[src/rtl/matrix_feeder.sv]
// Holds operand matrices A and B and streams N column/row word pairs for C = A x B.
// First push one cycle after start is sampled; i_hold stalls FEED without gaps; o_done follows DRAIN_CYC+1 cycles later.
module matrix_feeder #(
  parameter int DATA_W    = 8,
  parameter int N         = 3,
  parameter int DRAIN_CYC = 7
) (
  input  logic                i_clk,
  input  logic                i_rst,
  input  logic                i_wr_en,
  input  logic                i_wr_sel,
  input  logic [3:0]          i_wr_addr,
  input  logic [DATA_W-1:0]   i_wr_data,
  input  logic                i_start,
  input  logic                i_hold,
  output logic [N*DATA_W-1:0] o_A,
  output logic [N*DATA_W-1:0] o_B,
  output logic                o_push,
  output logic                o_busy,
  output logic                o_done
);

  localparam int KW = (N > 1) ? $clog2(N) : 1;
  localparam int CW = (DRAIN_CYC > 1) ? $clog2(DRAIN_CYC) : 1;

  typedef enum logic [1:0] {IDLE, FEED, DRAIN, DONE} state_t;

  state_t              state_q;
  logic [KW-1:0]       k_q;
  logic [CW-1:0]       cnt_q;
  logic [DATA_W-1:0]   mem_a_q [N*N];
  logic [DATA_W-1:0]   mem_b_q [N*N];
  logic [N*DATA_W-1:0] a_q, b_q;
  logic [N*DATA_W-1:0] col_a_d, row_b_d;
  logic                push_q, busy_q, done_q;
  logic                wr_ok;

  assign wr_ok = i_wr_en && (int'(i_wr_addr) < N*N);

  // Column k of A and row k of B, selected from the element arrays.
  always_comb begin
    col_a_d = '0;
    row_b_d = '0;
    for (int c = 0; c < N; c++) begin
      if (k_q == KW'(c)) begin
        for (int i = 0; i < N; i++) begin
          col_a_d[i*DATA_W +: DATA_W] = mem_a_q[i*N + c];
          row_b_d[i*DATA_W +: DATA_W] = mem_b_q[c*N + i];
        end
      end
    end
  end

  always_ff @(posedge i_clk) begin
    if (i_rst) begin
      state_q <= IDLE;
      k_q     <= '0;
      cnt_q   <= '0;
      a_q     <= '0;
      b_q     <= '0;
      push_q  <= 1'b0;
      busy_q  <= 1'b0;
      done_q  <= 1'b0;
      for (int e = 0; e < N*N; e++) begin
        mem_a_q[e] <= '0;
        mem_b_q[e] <= '0;
      end
    end else begin
      push_q <= 1'b0;
      done_q <= 1'b0;
      case (state_q)
        IDLE: begin
          busy_q <= 1'b0;
          for (int e = 0; e < N*N; e++) begin
            if (wr_ok && i_wr_addr == 4'(e)) begin
              if (i_wr_sel) mem_b_q[e] <= i_wr_data;
              else          mem_a_q[e] <= i_wr_data;
            end
          end
          if (i_start) begin
            state_q <= FEED;
            k_q     <= '0;
            busy_q  <= 1'b1;
          end
        end
        FEED: begin
          if (!i_hold) begin
            a_q    <= col_a_d;
            b_q    <= row_b_d;
            push_q <= 1'b1;
            if (k_q == KW'(N-1)) begin
              state_q <= DRAIN;
              cnt_q   <= '0;
            end else begin
              k_q <= k_q + KW'(1);
            end
          end
        end
        DRAIN: begin
          if (cnt_q == CW'(DRAIN_CYC-1)) state_q <= DONE;
          else                           cnt_q   <= cnt_q + CW'(1);
        end
        DONE: begin
          // busy stays high through the done pulse and drops on the following edge.
          done_q  <= 1'b1;
          state_q <= IDLE;
        end
        default: state_q <= IDLE;
      endcase
    end
  end

  assign o_A    = a_q;
  assign o_B    = b_q;
  assign o_push = push_q;
  assign o_busy = busy_q;
  assign o_done = done_q;

endmodule
[config.mk]
export PLATFORM = sky130hd
export DESIGN_NAME = matrix_feeder
export DESIGN_NICKNAME = d
export VERILOG_FILES = /design/src/rtl/matrix_feeder.sv
export SDC_FILE = /design/constraint.sdc
export NUM_CORES = 1
export LEC_CHECK = 0
export CORE_AREA = 2 2 166 168
export DETAILED_ROUTE_END_ITERATION = 10
export DIE_AREA = 0 0 168 170
export PLACE_DENSITY = 0.57
export SLEW_MARGIN = 10
export SYNTH_ARGS = -nofsm -noshare
export SYNTH_HDL_FRONTEND = slang
export SYNTH_SLANG_ARGS = --single-unit
[constraint.sdc]
create_clock -name i_clk -period 2.6 [get_ports i_clk]
set_input_delay 0.52 -clock i_clk [delete_from_list [all_inputs] [get_ports i_clk]]
set_output_delay 0.52 -clock i_clk [all_outputs]
set_load 0.01 [all_outputs]
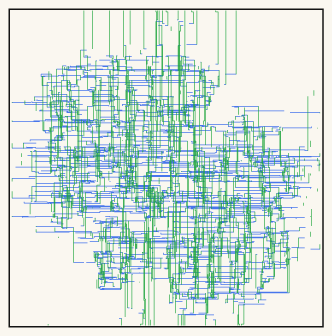
metal_stack.png
Two of the layers only.
[green] met2 | wire length: 8770 um
[blue] met1 | wire length: 8530 um

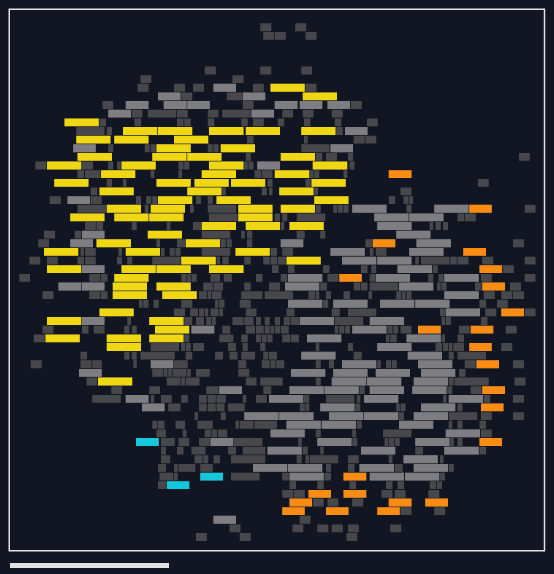
registers.png
The bar under the picture is 50 um long. Other sequential cells in the stronger gray, the rest of the logic in the fainter gray.
[yellow] mem_a_q | placed flops: 72
[cyan] cnt_q | placed flops: 3
[orange] o_B | placed flops: 24

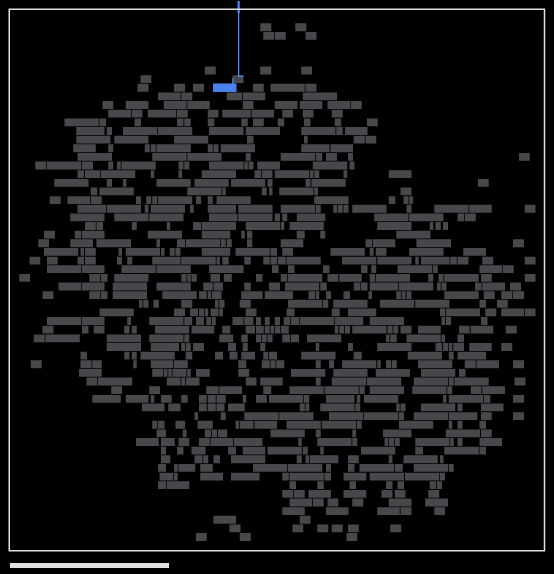
port_nets.png
The bar under the picture is 50 um long.
[blue] o_push | direction: output | edge: north | end cells: 1 | buffers: 1 | wire: 24.9 um

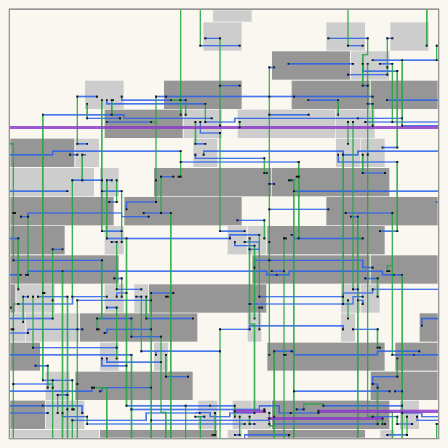
zoom.png
Window x 22 to 62, y 108 to 148 um. Cells in gray, sequential cells in the stronger gray; small squares are vias.
[purple] met3
[blue] met1
[green] met2
cells with their middle in the window: 56
sequential cells in the window: 22
most frequent: edfxtp_1 (16)
netlist names of flops here include: mem_a_q (16), o_A (6)

## cells by family (layout without fill, tap and decap cells)
logic type / count (synthesis) / in the layout / share of synthesized area, %
flops: 202 / 202 / 69.4
compound gates: 177 / 177 / 15.2
simple gates: 146 / 146 / 10.5
buf+inv: 52 / 149 / 2.87
fa+ha+maj: 10 / 10 / 1.58
mux: 3 / 3 / 0.396
other cells: 0 / 1 / 0
## worst max-delay path: stages, from the launching register on
cell	delay, ns
dfxtp_1	0.34
inv_1	0.10
ha_1	0.34
nand3b_1	0.24
nor3_2	0.41
and2_1	0.50
## area by class of cell
class                   instances  share of cell area, %
diodes                          1                 0.0253
clock buffers                  32                   6.58
clock inverters                 8                   1.22
inverters                      10                  0.380
multi-input cells             336                   22.3
flip-flops and latches        202                   55.5
well taps                     341                   4.32
repair buffers                 99                   9.62
==> flow_metrics.py <==
# Generated from Yosys and OpenROAD reports
metrics = {
    "floorplan": {
        "core_region_area_sq_um": 26700,
        "initCoreUtil_pct": 29.6,
        "die-area_sq_um": 28600,
    },
    "route": {
        "drt_iter0_drc": 363,
        "wl_met1_mm": 8.53,
        "dr_wl_met3_mm": 1.11,
        "routed.top_layer": "met4",
        "dr.pass1.iters": 4,
        "num_vias": 5036,
        "totalWireLength_mm": 18.9,
        "route.antenna.remaining_nets": 0,
    },
    "synth": {
        "area_leaders": "edfxtp_1 (55%), dfxtp_1 (15%), a32o_1 (6.1%)",
        "syn-num-nets": 618,
        "top_area_cell": "edfxtp_1",
        "synthCells": 590,
        "ys.flop_type": "edfxtp_1",
        "ys_cells": 590,
        "seq_area_frac_synth_pct": 69.4,
        "netlist_area_sq_um": 7900,
    },
    "finish": {
        "fill_cells": 2516,
        "reg_top3": "mem_a_q: 72 flops, mem_b_q: 72 flops",
        "area.growth.synth_to_final_pct": 25.1,
        "nets": 699,
        "finish.utilization_pct": 37.1,
    },
    "timing": {
        "rsz0062_at_grt": "no",
        "max_freq_mhz": 455,
        "worst_pin_slew_ns": 1.12,
        "final.min_clock_period_ns": 2.20,
        "whs_ns": 0.463,
        "final_hold_viol_count": 0,
        "relSlewSlack_pct": 25.7,
    },
    "placed_design": {
        "place_inst": 988,
        "post_dp_cell_area_sq_um": 9110,
        "portBuffers": 68,
    },
    "job": {
        "warnings": 33,
    },
    "global_routing": {
        "grtUsageMet2_pct": 21.7,
        "antenna_found_initial": 2,
        "gr-usage-all-layers_pct": 13.4,
        "grt-busiest-layer": "met2",
    },
    "pwr": {
        "sw_frac_of_total_pct": 24.6,
        "p_seq_share_pct": 45.9,
        "powerDensity_nw_per_um2": 838,
        "power.group.top": "sequential cells",
        "comb_power_share_pct": 14.8,
        "comb_power_uw": 1220,
    },
    "run_status": {
        "status": "complete, no violations",
    },
    "critical_path": {
        "timing.rr.end": "mem_a_q[0][10]$_DFFE_PP_",
        "r2r_setup_slack_ns": 0.40,
        "cp_data_required_time_ns": 2.83,
        "endpoint": "mem_a_q[0][10]$_DFFE_PP_",
        "startpoint": "state_q[0]$_SDFFE_PP0P_",
        "crit_type": "flip-flop to flip-flop",
    },
    "clock_tree": {
        "cts_buffer_depth": 3,
        "cts_hold_buf": 0,
        "cts_tree": "built",
        "htreeDepth": 1,
    },
    "min_path": {
        "hold_depth": 1,
        "worstHoldStart": "o_A[2]$_SDFFE_PP0P_",
    },
}
Power and IR drop assume default switching activity.
